===== src/rtl/lsu_pkg.sv =====
// rtl/lsu_pkg.sv - shared size codes, AXI response codes and FSM states for the load/store unit
package lsu_pkg;

  localparam logic [1:0] LSU_B = 2'b00;
  localparam logic [1:0] LSU_H = 2'b01;
  localparam logic [1:0] LSU_W = 2'b10;

  localparam logic [1:0] AXI_OKAY   = 2'b00;
  localparam logic [1:0] AXI_SLVERR = 2'b10;

  typedef enum logic [2:0] {
    ST_IDLE,
    ST_WRITE,
    ST_WRESP,
    ST_RADDR,
    ST_RDATA
  } lsu_state_t;

endpackage


===== src/rtl/lsu_data_align.sv =====
// rtl/lsu_data_align.sv - byte-lane strobes, store replication, misalign decode and load extension
module lsu_data_align
  import lsu_pkg::*;
(
  input  logic [1:0]  addr_lo,
  input  logic [1:0]  size,
  input  logic        is_unsigned,
  input  logic [31:0] wdata,
  input  logic [31:0] rdata,
  output logic [3:0]  wstrb,
  output logic [31:0] wdata_rep,
  output logic        misalign,
  output logic [31:0] rdata_ext
);

  logic [31:0] shifted;

  // Store lane selection; size 2'b11 has no legal encoding and is dropped as misaligned
  always_comb begin
    wstrb     = 4'b0000;
    wdata_rep = wdata;
    misalign  = 1'b0;
    case (size)
      LSU_B: begin
        wstrb     = 4'b0001 << addr_lo;
        wdata_rep = {4{wdata[7:0]}};
      end
      LSU_H: begin
        wstrb     = 4'b0011 << {addr_lo[1], 1'b0};
        wdata_rep = {2{wdata[15:0]}};
        misalign  = addr_lo[0];
      end
      LSU_W: begin
        wstrb    = 4'b1111;
        misalign = (addr_lo != 2'b00);
      end
      default: misalign = 1'b1;
    endcase
  end

  // Load lane extraction: shift addressed byte/half down, then sign- or zero-extend
  always_comb begin
    shifted = rdata >> {addr_lo, 3'b000};
    case (size)
      LSU_B:   rdata_ext = {{24{~is_unsigned & shifted[7]}}, shifted[7:0]};
      LSU_H:   rdata_ext = {{16{~is_unsigned & shifted[15]}}, shifted[15:0]};
      default: rdata_ext = shifted;
    endcase
  end

endmodule


===== src/rtl/lsu_axil_master.sv =====
// rtl/lsu_axil_master.sv - MEM-stage load/store unit as AXI4-Lite master; LSU_POSTED_WR_EN releases stores before B
module lsu_axil_master
  import lsu_pkg::*;
#(
  parameter int ADDR_W = 32,
  parameter int DATA_W = 32
) (
  input  logic              clk_i,
  input  logic              rst_ni,
  input  logic              dmem_rd_en_i,
  input  logic              dmem_wr_en_i,
  input  logic [2:0]        func3_i,
  input  logic [ADDR_W-1:0] addr_i,
  input  logic [31:0]       wdata_i,
  output logic              stall_o,
  output logic [31:0]       rdata_o,
  output logic              rdata_valid_o,
  output logic              misalign_o,
  output logic              bus_err_o,
  output logic [ADDR_W-1:0] m_awaddr_o,
  output logic [2:0]        m_awprot_o,
  output logic              m_awvalid_o,
  input  logic              m_awready_i,
  output logic [DATA_W-1:0] m_wdata_o,
  output logic [3:0]        m_wstrb_o,
  output logic              m_wvalid_o,
  input  logic              m_wready_i,
  input  logic [1:0]        m_bresp_i,
  input  logic              m_bvalid_i,
  output logic              m_bready_o,
  output logic [ADDR_W-1:0] m_araddr_o,
  output logic [2:0]        m_arprot_o,
  output logic              m_arvalid_o,
  input  logic              m_arready_i,
  input  logic [DATA_W-1:0] m_rdata_i,
  input  logic [1:0]        m_rresp_i,
  input  logic              m_rvalid_i,
  output logic              m_rready_o
);

  if (DATA_W != 32) begin : g_data_w_check
    $error("lsu_axil_master: DATA_W must be 32");
  end

  lsu_state_t        state_q, state_d;
  logic [ADDR_W-1:0] addr_q;
  logic [31:0]       wdata_q;
  logic [3:0]        wstrb_q;
  logic [1:0]        size_q;
  logic              uns_q;
  logic              aw_done_q, w_done_q;
  logic              b_pending_q;

  logic        in_idle, req, can_accept, accept, drop_misalign;
  logic        aw_fire, w_fire, ar_fire, r_fire, b_fire, wr_both;
  logic [1:0]  al_addr, al_size;
  logic        al_uns, al_misalign;
  logic [3:0]  al_wstrb;
  logic [31:0] al_wdata, al_rdata;

  assign in_idle = (state_q == ST_IDLE);
  assign req     = dmem_rd_en_i | dmem_wr_en_i;

  // Live request decode in IDLE, registered access shape while the load is in flight
  assign al_addr = in_idle ? addr_i[1:0]  : addr_q[1:0];
  assign al_size = in_idle ? func3_i[1:0] : size_q;
  assign al_uns  = in_idle ? func3_i[2]   : uns_q;

  lsu_data_align u_align (
    .addr_lo     (al_addr),
    .size        (al_size),
    .is_unsigned (al_uns),
    .wdata       (wdata_i),
    .rdata       (m_rdata_i),
    .wstrb       (al_wstrb),
    .wdata_rep   (al_wdata),
    .misalign    (al_misalign),
    .rdata_ext   (al_rdata)
  );

  assign m_awaddr_o  = addr_q;
  assign m_araddr_o  = addr_q;
  assign m_awprot_o  = 3'b000;
  assign m_arprot_o  = 3'b000;
  assign m_wdata_o   = wdata_q;
  assign m_wstrb_o   = wstrb_q;
  assign m_awvalid_o = (state_q == ST_WRITE) & ~aw_done_q;
  assign m_wvalid_o  = (state_q == ST_WRITE) & ~w_done_q;
  assign m_arvalid_o = (state_q == ST_RADDR);
  assign m_rready_o  = (state_q == ST_RDATA);
  assign m_bready_o  = (state_q == ST_WRESP) | b_pending_q;

  assign aw_fire = m_awvalid_o & m_awready_i;
  assign w_fire  = m_wvalid_o  & m_wready_i;
  assign ar_fire = m_arvalid_o & m_arready_i;
  assign r_fire  = m_rready_o  & m_rvalid_i;
  assign b_fire  = m_bready_o  & m_bvalid_i;
  assign wr_both = (aw_done_q | aw_fire) & (w_done_q | w_fire);

`ifdef LSU_POSTED_WR_EN
  assign can_accept = ~b_pending_q;
`else
  assign can_accept = 1'b1;
`endif

  assign accept        = in_idle & req & can_accept & ~al_misalign;
  assign drop_misalign = in_idle & req & can_accept &  al_misalign;

  // Next-state and stall; stall drops in the cycle the final handshake completes
  always_comb begin
    state_d = state_q;
    stall_o = 1'b0;
    case (state_q)
      ST_IDLE: begin
        if (accept) begin
          stall_o = 1'b1;
          state_d = dmem_wr_en_i ? ST_WRITE : ST_RADDR;
        end else if (req & ~can_accept) begin
          stall_o = 1'b1;
        end
      end
      ST_WRITE: begin
`ifdef LSU_POSTED_WR_EN
        stall_o = ~wr_both;
        if (wr_both) state_d = ST_IDLE;
`else
        stall_o = 1'b1;
        if (wr_both) state_d = ST_WRESP;
`endif
      end
      ST_WRESP: begin
        stall_o = ~b_fire;
        if (b_fire) state_d = ST_IDLE;
      end
      ST_RADDR: begin
        stall_o = 1'b1;
        if (ar_fire) state_d = ST_RDATA;
      end
      ST_RDATA: begin
        stall_o = ~r_fire;
        if (r_fire) state_d = ST_IDLE;
      end
      default: state_d = ST_IDLE;
    endcase
  end

  // State register; reset abandons any in-flight transaction
  always_ff @(posedge clk_i or negedge rst_ni) begin
    if (!rst_ni) state_q <= ST_IDLE;
    else         state_q <= state_d;
  end

  // Request capture and per-channel write handshake tracking
  always_ff @(posedge clk_i or negedge rst_ni) begin
    if (!rst_ni) begin
      addr_q    <= '0;
      wdata_q   <= '0;
      wstrb_q   <= '0;
      size_q    <= LSU_W;
      uns_q     <= 1'b0;
      aw_done_q <= 1'b0;
      w_done_q  <= 1'b0;
    end else if (accept) begin
      addr_q    <= addr_i;
      wdata_q   <= al_wdata;
      wstrb_q   <= al_wstrb;
      size_q    <= func3_i[1:0];
      uns_q     <= func3_i[2];
      aw_done_q <= 1'b0;
      w_done_q  <= 1'b0;
    end else begin
      if (aw_fire) aw_done_q <= 1'b1;
      if (w_fire)  w_done_q  <= 1'b1;
    end
  end

  // Write response still owed to the bus after a posted store released the pipeline
  always_ff @(posedge clk_i or negedge rst_ni) begin
    if (!rst_ni) begin
      b_pending_q <= 1'b0;
    end else begin
`ifdef LSU_POSTED_WR_EN
      if ((state_q == ST_WRITE) && wr_both) b_pending_q <= 1'b1;
      else if (b_fire)                      b_pending_q <= 1'b0;
`else
      b_pending_q <= 1'b0;
`endif
    end
  end

  // One-cycle completion pulses and the load result held for WB
  always_ff @(posedge clk_i or negedge rst_ni) begin
    if (!rst_ni) begin
      rdata_o       <= '0;
      rdata_valid_o <= 1'b0;
      misalign_o    <= 1'b0;
      bus_err_o     <= 1'b0;
    end else begin
      rdata_valid_o <= r_fire;
      misalign_o    <= drop_misalign;
      bus_err_o     <= (r_fire & (m_rresp_i != AXI_OKAY)) | (b_fire & (m_bresp_i != AXI_OKAY));
      if (r_fire) rdata_o <= (m_rresp_i == AXI_OKAY) ? al_rdata : 32'h0;
    end
  end

`ifndef SYNTHESIS
  // Decoder must never raise load and store together
  always_ff @(posedge clk_i) begin
    if (rst_ni && in_idle)
      assert (!(dmem_rd_en_i && dmem_wr_en_i))
        else $error("lsu_axil_master: simultaneous load and store request");
  end
`endif

endmodule


===== config.mk =====
export PLATFORM = sky130hd
export DESIGN_NAME = lsu_axil_master
export DESIGN_NICKNAME = d
export VERILOG_FILES = /design/src/rtl/lsu_pkg.sv /design/src/rtl/lsu_data_align.sv /design/src/rtl/lsu_axil_master.sv
export SDC_FILE = /design/constraint.sdc
export NUM_CORES = 1
export LEC_CHECK = 0
export CORE_MARGIN = 2
export CORE_UTILIZATION = 39
export CTS_BUF_LIST = sky130_fd_sc_hd__clkbuf_8
export CTS_CLUSTER_SIZE = 25
export DETAILED_ROUTE_END_ITERATION = 8
export PLACE_DENSITY = 0.79
export SYNTH_ARGS = -nofsm -noshare
export SYNTH_HDL_FRONTEND = slang
export SYNTH_SLANG_ARGS = --single-unit

===== constraint.sdc =====
create_clock -name clk_i -period 2.79 [get_ports clk_i]
set_input_delay 0.558 -clock clk_i [delete_from_list [all_inputs] [get_ports clk_i]]
set_output_delay 0.558 -clock clk_i [all_outputs]
set_load 0.02 [all_outputs]

==> images/layer_met3.png <==
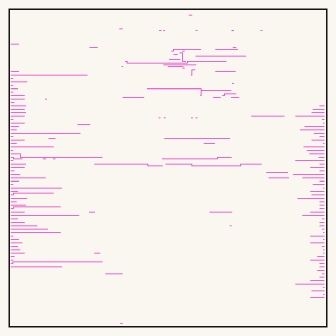
148 nets have wire on it. The longest straight run is 35.4 um. The layer holds 6.3% of the routed length.
met3 layer usage reported by global route: 0.04664
DR vias: 4854
Post-Route WL: 16.69 mm

==> images/io_placement.png <==
Pins as bars across the die edge, other pins in grey.
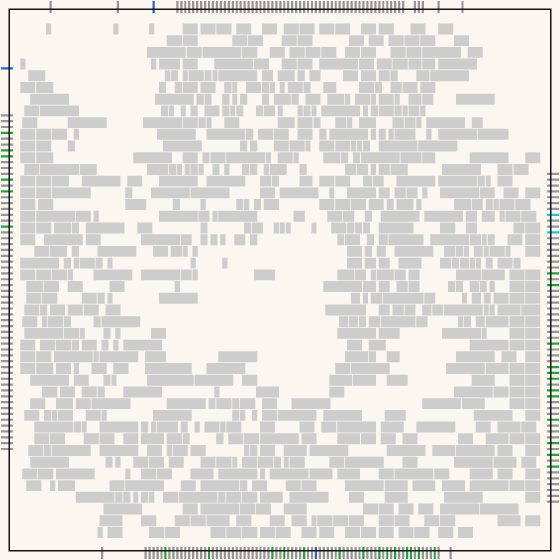
`m_bresp_i`: marked cyan, pins 2, direction input, edge right. `m_arprot_o`: marked blue, pins 3, direction output, edge 1 bottom, 1 left, 1 top. `m_araddr_o`: marked green, pins 32, direction output, edge 14 bottom, 12 right, 6 left.
All pins by edge: 77 bottom, 66 top, 59 left, 57 right.
Die X: 125.4 um
count of buffers from port buffering: 252
die height: 125.4 um

==> images/placement.png <==
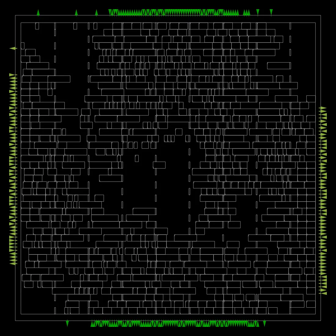
number of sequential storage elements: 111
non-filler cells, final: 956
register fraction of the total cell area: 0.3236

==> images/cell_density.png <==
13 x 13 tiles, from white (low) to dark blue (high), 0 to 100% covered.
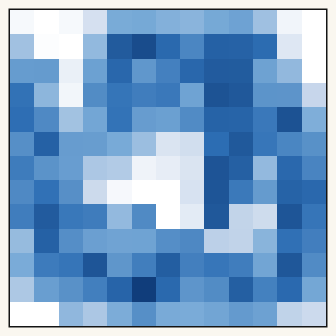
The fullest tile reaches 95%. 6.5% of the tiles are nearly empty. 21% of the tiles are over 75% full. The mean over all tiles is 53%.

==> images/clk_routes.png <==
Scale bar: 50 um.
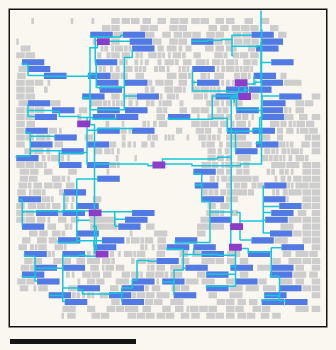
clock drivers: marked purple, count 9. flip-flops: marked blue, count 111. clock wires: marked cyan, length 1430 um.
Position of the flops: all over the die. There are 10 routed clock nets.
post-route clock skew: 0.009695 ns
relative contribution of the clock network to total power: 0.104

==> summary.txt <==
Entry: Yosys synthesis followed by OpenROAD place and route.

Outcome:
- The flow ran to the end, and the final reports show no timing, DRC or antenna violations.

Synthesis:
- The run gives the proportion of synthesized flip-flops having asynchronous set or reset as 1.000.
- In the post-synthesis netlist, the cell with the most instances is sky130_fd_sc_hd__dfrtp_1.
- The synthesis run shows the most used standard cells to be sky130_fd_sc_hd__dfrtp_1, sky130_fd_sc_hd__nand2_1, sky130_fd_sc_hd__a21oi_1, sky130_fd_sc_hd__mux2i_1, sky130_fd_sc_hd__buf_4.
- The run puts the post-synth area from yosys stat at 5752 um2.

Layout:
- The run gives the ratio of cells with drive above 1 in the final layout as 0.1477.
- The run puts the combinational cell area excluding buffers and inverters at 2542 um2.
- The run gives the inverter count as 7.
- The run gives the buffer share of cell area as 0.3237.
- The finished cells cover 8588 um2.
- The run gives the count of buffers not belonging to the clock network in the layout as 285.
- The run gives the clock buffer instance count of the final layout as 10.

Route:
- In this run, the number of DRC markers left after iteration 0 of detailed routing was 294.
- The run gives the routed wire length per instance as 17.46 um.
- In this run the top signal layer used is met4.

Placement:
- The run puts the worst-case setup slack after placement at -0.1836 ns.

Critical path:
- The run gives the worst path arrival time as 2.11 ns.
- Per STA, the worst path is made up of buf_4 > inv_1 > or3_1 > nor2_1 > clkdlybuf4s50_1.

Floorplan:
- The run puts the number of tap cells added at floorplan at 184.
- The run gives the chip area as 15740 um2.

Job:
- The run reported a max-capacitance violation count of 0.

Clocking:
- The run puts the CTS sink count at 111.
- Counting the buffers created by CTS gives 9.

Pwr:
- The run puts the leakage dissipation at 0.003845 uW.

GRT:
- For this run, the total global-route usage over all layers was measured as 0.2085.

Worst hold path:
- Note that the worst hold path type here is register to register.
-- what timing repair did --
item / 4_1_cts / 5_1_grt
endpoints found under the hold margin: 1 / 0
gates resized: 6 / 3
hold buffers: 1 / 0
endpoints found under the setup margin: 1 / 5
pin swaps: 0 / 0
buffers inserted: 0 / 0
-- logic make-up after synthesis --
kind of cell    Yosys count  synth area share
simple gates            119           0.08702
compound gates          125            0.1260
buf+inv                  79           0.08745
mux                     103            0.2158
other cells               1         0.0006520
flops                   111            0.4831
-- through the flow --
| step | cells | util |
|---|---|---|
| 3_5_place_dp | 939 | 0.5751 |
| 4_1_cts | 956 | 0.5921 |
| 3_3_place_gp | 939 | 0.5751 |
| 6_report | 956 | 0.5932 |
| 5_1_grt | 956 | 0.5932 |
| 2_1_floorplan | 543 | - |
-- path summary, 6_finish.rpt --
path | from | to | slack [ns] | cells after the start
setup / recovery | state_q[0]$_DFFE_PN0P_ | m_wvalid_o | 0.13 | 5
min in group asynchronous | rst_ni | bus_err_o$_DFF_PN0_ | 0.50 | 2
setup reg to reg | state_q[1]$_DFFE_PN0P_ | m_wdata_o[4]$_DFFE_PN0P_ | 0.19 | 7
max in group asynchronous | rst_ni | m_wdata_o[5]$_DFFE_PN0P_ | 1.53 | 3
hold / removal | m_wdata_o[11]$_DFFE_PN0P_ | m_wdata_o[11]$_DFFE_PN0P_ | 0.49 | 2
hold reg to reg | m_wdata_o[11]$_DFFE_PN0P_ | m_wdata_o[11]$_DFFE_PN0P_ | 0.49 | 2
-- routing by layer --
layer / track usage / vias up
met2: 0.3488 / 195
met3: 0.04664 / 32
met1: 0.2615 / 2337
met5: 0 / -
met4: 0.08562 / 0
li1: - / 2290
-- report_power, final --
part / switching, uW / internal, uW
sequential: 497 / 2350
clock: 580 / 537
combinational: 3420 / 3350
-- cell usage in the layout, fill, tap and decap left out, types with 3 or more instances in the layout --
master	instances
sky130_fd_sc_hd__buf_4	32
sky130_fd_sc_hd__mux2_2	21
sky130_fd_sc_hd__nor3_1	7
sky130_fd_sc_hd__o21ai_0	33
sky130_fd_sc_hd__or3_1	4
sky130_fd_sc_hd__mux2i_1	47
sky130_fd_sc_hd__o21ai_1	13
sky130_fd_sc_hd__nor2_1	35
sky130_fd_sc_hd__nand2b_1	4
sky130_fd_sc_hd__inv_1	7
sky130_fd_sc_hd__mux2_4	31
sky130_fd_sc_hd__clkbuf_8	10
sky130_fd_sc_hd__a21oi_1	48
sky130_fd_sc_hd__o211ai_1	9
sky130_fd_sc_hd__nand2_1	61
sky130_fd_sc_hd__o31ai_1	5
sky130_fd_sc_hd__clkdlybuf4s50_1	249
sky130_fd_sc_hd__mux2i_4	3
sky130_fd_sc_hd__conb_1	6
sky130_fd_sc_hd__dfrtp_1	110
sky130_fd_sc_hd__a22o_1	7
-- worst max-delay path, delay by kind of cell (launching register included) --
family | cells | cell delay, ns
and+or+nand+nor | 2 | 0.51
DFF | 1 | 0.36
buffers and inverters | 3 | 0.86
-- sequential cells by signal, indices dropped and copies added, names as in the netlist, 2 cells and up --
| name | count |
|---|---|
| state_q | 3 |
| rdata_o | 32 |
| m_araddr_o | 32 |
| size_q | 2 |
| m_wstrb_o | 4 |
| m_wdata_o | 32 |
Power is estimated from default activity; no workload was simulated.
